**config.mk**
```make
export PLATFORM = sky130hd
export DESIGN_NAME = instruction_loader
export DESIGN_NICKNAME = d
export VERILOG_FILES = /design/src/rtl/instruction_loader.sv
export SDC_FILE = /design/constraint.sdc
export NUM_CORES = 1
export LEC_CHECK = 0
export CORE_ASPECT_RATIO = 1.75
export CORE_MARGIN = 2
export CORE_UTILIZATION = 66
export DETAILED_ROUTE_END_ITERATION = 6
export DONT_BUFFER_PORTS = 1
export GPL_ROUTABILITY_DRIVEN = 0
export PLACE_DENSITY = 0.92
export SETUP_SLACK_MARGIN = 0.15
export SKIP_CTS_REPAIR_TIMING = 1
export SLEW_MARGIN = 20
export SYNTH_ARGS = -nofsm -noshare
export SYNTH_HDL_FRONTEND = slang
export SYNTH_SLANG_ARGS = --single-unit
```
**constraint.sdc**
```tcl
create_clock -name Clk -period 3.01 [get_ports Clk]
set_input_delay 0.602 -clock Clk [delete_from_list [all_inputs] [get_ports Clk]]
set_output_delay 0.602 -clock Clk [all_outputs]
set_load 0.005 [all_outputs]
```
**src/rtl/instruction_loader.sv**
```systemverilog
// Byte-stream instruction loader: receives a counted, checksummed stream of
// big-endian 32-bit words and writes them into instruction memory while holding the core in reset.
module instruction_loader #(
   parameter logic [31:0] BASE_ADDR = 32'h0
) (
   input  logic        Clk,
   input  logic        Reset,
   input  logic        Start,
   input  logic        ByteValid,
   input  logic [7:0]  ByteData,
   output logic        ByteReady,
   output logic        MemWrite,
   output logic [31:0] MemAddress,
   output logic [31:0] MemWriteData,
   output logic        CoreReset,
   output logic        Done,
   output logic        Error,
   output logic [7:0]  WordsLoaded
);

   typedef enum logic [2:0] {
      IDLE  = 3'd0,
      COUNT = 3'd1,
      DATA  = 3'd2,
      CHECK = 3'd3,
      DONE  = 3'd4,
      ERR   = 3'd5
   } state_t;

   state_t      state_q, state_d;
   logic [7:0]  count_q, count_d;
   logic [7:0]  word_cnt_q, word_cnt_d;
   logic [1:0]  byte_idx_q, byte_idx_d;
   logic [7:0]  checksum_q, checksum_d;
   logic [31:0] shift_q, shift_d;
   logic        mem_write_q, mem_write_d;
   logic [31:0] mem_addr_q, mem_addr_d;
   logic [31:0] mem_data_q, mem_data_d;
   logic [7:0]  words_loaded_q, words_loaded_d;
   logic        accept;
   logic [7:0]  word_next;

   assign ByteReady    = (state_q == COUNT) || (state_q == DATA) || (state_q == CHECK);
   assign accept       = ByteReady && ByteValid;
   assign word_next    = word_cnt_q + 8'd1;
   assign MemWrite     = mem_write_q;
   assign MemAddress   = mem_addr_q;
   assign MemWriteData = mem_data_q;
   assign WordsLoaded  = words_loaded_q;
   assign Done         = (state_q == DONE);
   assign Error        = (state_q == ERR);
   assign CoreReset    = (state_q != DONE);

   always_comb begin
      state_d        = state_q;
      count_d        = count_q;
      word_cnt_d     = word_cnt_q;
      byte_idx_d     = byte_idx_q;
      checksum_d     = checksum_q;
      shift_d        = shift_q;
      mem_write_d    = 1'b0;
      mem_addr_d     = mem_addr_q;
      mem_data_d     = mem_data_q;
      words_loaded_d = words_loaded_q;

      // Address and word count advance at the end of each write pulse,
      // independent of where the FSM has moved in the meantime.
      if (mem_write_q) begin
         mem_addr_d     = mem_addr_q + 32'd4;
         words_loaded_d = words_loaded_q + 8'd1;
      end

      case (state_q)
         IDLE, DONE, ERR: begin
            if (Start) begin
               state_d        = COUNT;
               checksum_d     = 8'h00;
               byte_idx_d     = 2'd0;
               word_cnt_d     = 8'd0;
               words_loaded_d = 8'd0;
               mem_addr_d     = BASE_ADDR;
            end
         end
         COUNT: begin
            if (accept) begin
               count_d    = ByteData;
               checksum_d = ByteData;
               state_d    = (ByteData == 8'd0) ? CHECK : DATA;
            end
         end
         DATA: begin
            if (accept) begin
               checksum_d = checksum_q ^ ByteData;
               shift_d    = {shift_q[23:0], ByteData};
               byte_idx_d = byte_idx_q + 2'd1;
               if (byte_idx_q == 2'd3) begin
                  mem_write_d = 1'b1;
                  mem_data_d  = {shift_q[23:0], ByteData};
                  word_cnt_d  = word_next;
                  if (word_next == count_q) begin
                     state_d = CHECK;
                  end
               end
            end
         end
         CHECK: begin
            if (accept) begin
               state_d = (ByteData == checksum_q) ? DONE : ERR;
            end
         end
         default: state_d = IDLE;
      endcase
   end

   always_ff @(posedge Clk) begin
      if (Reset) begin
         state_q        <= IDLE;
         count_q        <= 8'd0;
         word_cnt_q     <= 8'd0;
         byte_idx_q     <= 2'd0;
         checksum_q     <= 8'h00;
         shift_q        <= 32'h0;
         mem_write_q    <= 1'b0;
         mem_addr_q     <= BASE_ADDR;
         mem_data_q     <= 32'h0;
         words_loaded_q <= 8'd0;
      end else begin
         state_q        <= state_d;
         count_q        <= count_d;
         word_cnt_q     <= word_cnt_d;
         byte_idx_q     <= byte_idx_d;
         checksum_q     <= checksum_d;
         shift_q        <= shift_d;
         mem_write_q    <= mem_write_d;
         mem_addr_q     <= mem_addr_d;
         mem_data_q     <= mem_data_d;
         words_loaded_q <= words_loaded_d;
      end
   end

endmodule

```
Figure 1. M2 wires (run 1).
Drawn at 4 px/um. Cells faint in the background.
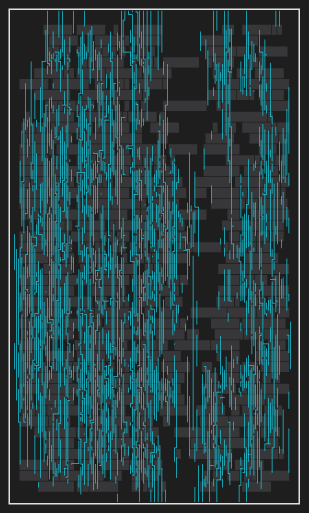
longest straight run: 43.5 um
nets with wire on the layer: 569
wire length on this layer: 6920 um

Figure 2. The clock network (run 1).
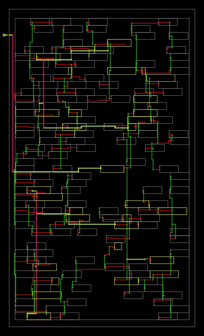
CTS sink count: 124
Setup Skew: 0.00838 ns
cts bufs inserted: 17
P_clk: 0.00229 W
registers: 124

Figure 3. Port wiring (run 1).
Drawn at 4 px/um.
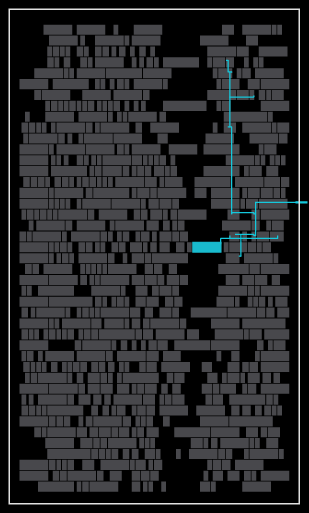
[cyan] `MemWrite` | bits: 1 | direction: output | edge: east | end cells: 1 | buffers: 1 | wire: 101 um

==> reports/metrics.yaml, run 1 <==
common_cells: "nand2_1, dfxtp_1, a21oi_1"
ys_cells: 676
clockBufferDepth: 2
buffers_excl_clock: 5
largest_reg_flops: 32
met3_usage_pct: 7.99
fin_crit_sh_pct: 76.0
p_per_area_nw_per_um2: 689
criticalPathCategory: "reg -> reg"
topCellsByArea: "dfxtp_1, nand2_1, a21oi_1"
setup_viol: 0
min_period_ns: 2.29
worstRegToRegCells: 4
grt_util_met2_pct: 52.9
top_usage_layer: "met2"
lay_top_count: "nand2_1"
wl_met3_um: 787
layout.nonclk_buf_share_pct: 0.626
hold_ws_ns: 0.257
wl_met1_mm: 4.45
slew_viol_final: 0
power.group.top: "clock"
tritoncts: "yes"
ant_nets: 0
compound_area_share_pct: 13.5
path_cells: "nor3b_1, nand2_1, nand2_1, a21oi_1"
initCoreUtil_pct: 67.8
clockNetworkAreaShare_pct: 11.2
ios: 89
synth_seq_share_pct: 46.3
area_growth_pct: 11.9
insertion_delay_ns: 0.41
final_area_um2: 6000
instances_no_fill: 755
placedCellCount: 724
grt_pass1_vias: 4567
setup_ws_ns: 0.722
yosys_area_um2: 5360
viasPerCell: 6.24
status: "completed"
nNonClkInverters: 9
well_tap_count: 90
clkbuf_count: 21
antenna_found_initial: 0
critPathLaunch: "state_q[1]"
top_area_share_pct: 46.3
grt_pass1_wl_mm: 20.5
hold_path_startpoint: "Reset"
fin_util_pct: 75.9
largest_cell_class: "combinational gates"
maxCapViolCount: 0
fa_ha_area_share_pct: 0.933
reg2reg_slack_ns: 0.72
cp.depth: 4
syn-instance-count: 676
drtPass1Iterations: 5
p_sw_w: 0.000828
port_buffers: 0
synth_flop_count: 124
logic_family: "simple AND/OR/NAND/NOR gates"
use_met1_pct: 29.2
cp_common_cell: "nand2_1"
grtUsageTotal_pct: 29.5
fmax_mhz: 437
clock-root-buffer: "clkbuf_16"
drive_gt1_share_pct: 6.62
final_cell_mix: "nand2_1, dfxtp_1, a21oi_1"
syn_area_um2: 5360
swShare_pct: 20.0
grt_max_degree: 89
pwr-share-seq_pct: 40.8
crit_buf_inv: 0
drc: 0
worst_setup_path_start_kind: "flop"
dpl_cell_area_um2: 5330
avgSynthCellArea_um2: 7.93
cp.arrival_ns: 2.58
grt-ovfl-total: 0
synth_area_leader_cell: "dfxtp_1"
log.warning_count: 26
logic_area_um2: 2660
peakVddDrop_v: 0.000559
power.total_w: 0.00414
core_area_um2: 7910
pg_seq_w: 0.00169
async_reset_ff_share_pct: 0
die_area_um2: 8890
leakage_nw: 2.03
Figure 4. Clock distribution (run 1).
Drawn at 4 px/um.
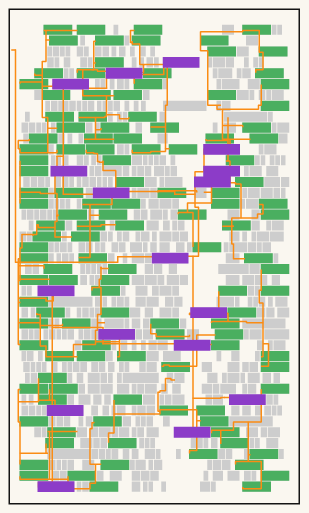

## Run 2: what changed since run 1
--- a/config.mk
+++ b/config.mk
@@ -7,11 +7,11 @@
 export LEC_CHECK = 0
 export CORE_ASPECT_RATIO = 1.75
 export CORE_MARGIN = 2
-export CORE_UTILIZATION = 66
+export CORE_UTILIZATION = 57
 export DETAILED_ROUTE_END_ITERATION = 6
 export DONT_BUFFER_PORTS = 1
 export GPL_ROUTABILITY_DRIVEN = 0
-export PLACE_DENSITY = 0.92
+export PLACE_DENSITY = 0.85
 export SETUP_SLACK_MARGIN = 0.15
 export SKIP_CTS_REPAIR_TIMING = 1
 export SLEW_MARGIN = 20
==> constraint.sdc (replaced) <==
create_clock -name Clk -period 2 [get_ports Clk]
set_input_delay 0.4 -clock Clk [delete_from_list [all_inputs] [get_ports Clk]]
set_output_delay 0.4 -clock Clk [all_outputs]
set_load 0.005 [all_outputs]
Figure 5. Clock distribution (run 2).
Drawn at 4 px/um.
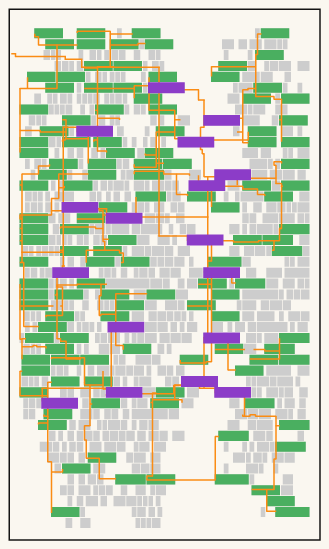
[orange] clock wires | length: 1410 um
[purple] clock drivers | count: 17
[green] flip-flops | count: 124
routed clock nets: 18

==> run 2 against run 1 <==
Effect of this change:
- power rose by 38%
- die area up 15%
- combinational power up 74%
- maximum frequency grew 17%
- critical path depth rose by 1
- count of clock-buffer cells in the layout decreased by 2
- via count fell by 0.57%
- sequential power is about 50% higher
- synthesized area stayed put
- clock skew shrank 0.0017 ns
- largest cell class unchanged
- critical endpoint is now MemAddress[28]
- core utilization is 6.8 points lower
==> reports/metrics.yaml, run 2 <==
viasPerCell: 5.74  # -8.0%
topRoutingLayerUsed: "met4"
p_clk_w: 0.00293  # +28%
placedCellCount: 777  # +7.3%
insertion_delay_ns: 0.41  # about the same
p_per_area_nw_per_um2: 911  # +32%
pg_seq_w: 0.00253  # +50%
top_usage_layer: "met2"
grt_pass1_wl_mm: 21.3  # +3.6%
wl_met3_um: 732  # -7.0%
tritoncts: "yes"
yosys_area_um2: 5360  # unchanged
ant_nets: 0  # unchanged
yosys_most_used_dff: "dfxtp_1"
topCellsByArea: "dfxtp_1, nand2_1, a21oi_1"
final_nets: 699
cts.sinks: 124  # unchanged
power.total_w: 0.00572  # +38%
grtUsageTotal_pct: 25.5  # -3.9 points
fin_util_pct: 69.1  # -6.8 points
clockNetworkAreaShare_pct: 9.13  # -2.1 points
logic_area_um2: 2750  # +3.1%
initCoreUtil_pct: 59.0  # -8.8 points
skew_ns: 0.00671  # -0.00167 ns
grt_max_degree: 89  # unchanged
compound_area_share_pct: 13.5  # unchanged
synth_area_leader_cell: "dfxtp_1"
simple_gate_area_share_pct: 26.4
wl_met1_mm: 4.73  # +6.2%
syn_area_um2: 5360  # unchanged
antenna_found_initial: 0  # unchanged
final_cell_mix: "nand2_1, dfxtp_1, a21oi_1"
core_area_um2: 9090  # +15%
final_area_um2: 6280  # +4.6%
criticalPathCategory: "reg -> reg"
wl_per_cell_um: 15.9
worst_setup_path_start_kind: "flop"
dpl_cell_area_um2: 5580  # +4.7%
power.group.top: "clock"
reg2reg_slack_ns: 0.04  # -0.68 ns
fmax_mhz: 509  # +17%
area_growth_pct: 17.1
cp_common_cell: "or3_4"
drtPass1Iterations: 5  # unchanged
drive_gt1_share_pct: 15.9  # +9.3 points
relSlewSlack_pct: 59.1
min_period_ns: 1.96  # -0.325 ns
clkbuf_count: 19  # -9.5%
required_ns: 2.34
grt_pass1_vias: 4722  # +3.4%
cpPeakStageDelay_ns: 0.52
met3_usage_pct: 7.05  # -0.93 points
peakVddDrop_v: 0.000729  # +30%
clockBufferDepth: 2  # unchanged
top_area_share_pct: 46.3  # unchanged
well_tap_count: 120  # +33%
worstRegToRegCells: 5  # +1
lay_top_count: "nand2_1"
port_buffers: 0  # unchanged
fa_ha_area_share_pct: 0.933  # unchanged
largest_cell_class: "combinational gates"
comb_power_share_pct: 4.7
slew_viol_final: 0  # unchanged
ys_cells: 676  # unchanged
ios: 89  # unchanged
hold_ws_ns: 0.0549  # -0.202 ns
leakage_nw: 2.16  # +6.3%
die_area_um2: 10200  # +15%
largest_reg_flops: 32  # unchanged
ys_sh_mux_pct: 0.373
syn-instance-count: 676  # unchanged
critPathLaunch: "MemAddress[20]"
buffers_excl_clock: 35  # +30
cts_made_buffers: 17  # unchanged
post-place-ws_ns: 0.0351
fin_crit_sh_pct: 98.1  # +22 points
ff_count: 124  # unchanged
synth_seq_share_pct: 46.3  # unchanged
p_sw_w: 0.00135  # +63%
swShare_pct: 23.7  # +3.6 points
grt_util_met2_pct: 47.1  # -5.8 points
pwr-share-seq_pct: 44.2  # +3.4 points
logic_family: "simple AND/OR/NAND/NOR gates"
synth_flop_count: 124  # unchanged
cp.depth: 5  # +1
common_cells: "nand2_1, dfxtp_1, a21oi_1"
status: "completed"
use_met1_pct: 25.1  # -4.1 points
grt-ovfl-total: 0  # unchanged
setup_viol: 0  # unchanged
num_vias: 4683
instances_no_fill: 816  # +8.1%
crit_buf_inv: 0  # unchanged
async_reset_ff_share_pct: 0  # unchanged
maxCapViolCount: 0  # unchanged
nNonClkInverters: 9  # unchanged
path_cells: "nand3_4, or3_4, or3_4, or4_4, a21oi_2"
cp.arrival_ns: 2.30  # -0.28 ns
drc: 0  # unchanged
clock-root-buffer: "clkbuf_16"
layout.nonclk_buf_share_pct: 4.24  # +3.6 points
hold_path_startpoint: "Reset"
log.warning_count: 28  # +7.7%
setup_ws_ns: 0.0372  # -0.685 ns
synthDistinctLibCells: 54
avgSynthCellArea_um2: 7.93  # unchanged
Figure 6. Cells coloured by class (run 2).
Drawn at 4 px/um. Fill, decap, tap and diode cells in grey.
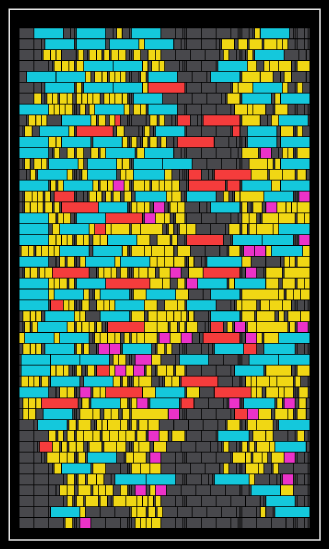
[cyan] flops | cells: 124 | share of their area: 41%
[magenta] other buffers and delay cells | cells: 35 | share of their area: 4.3%
[red] clock drivers and dummy loads | cells: 32 | share of their area: 9.3%
[yellow] combinational and other logic | cells: 505 | share of their area: 45%

Power and IR drop assume default switching activity.
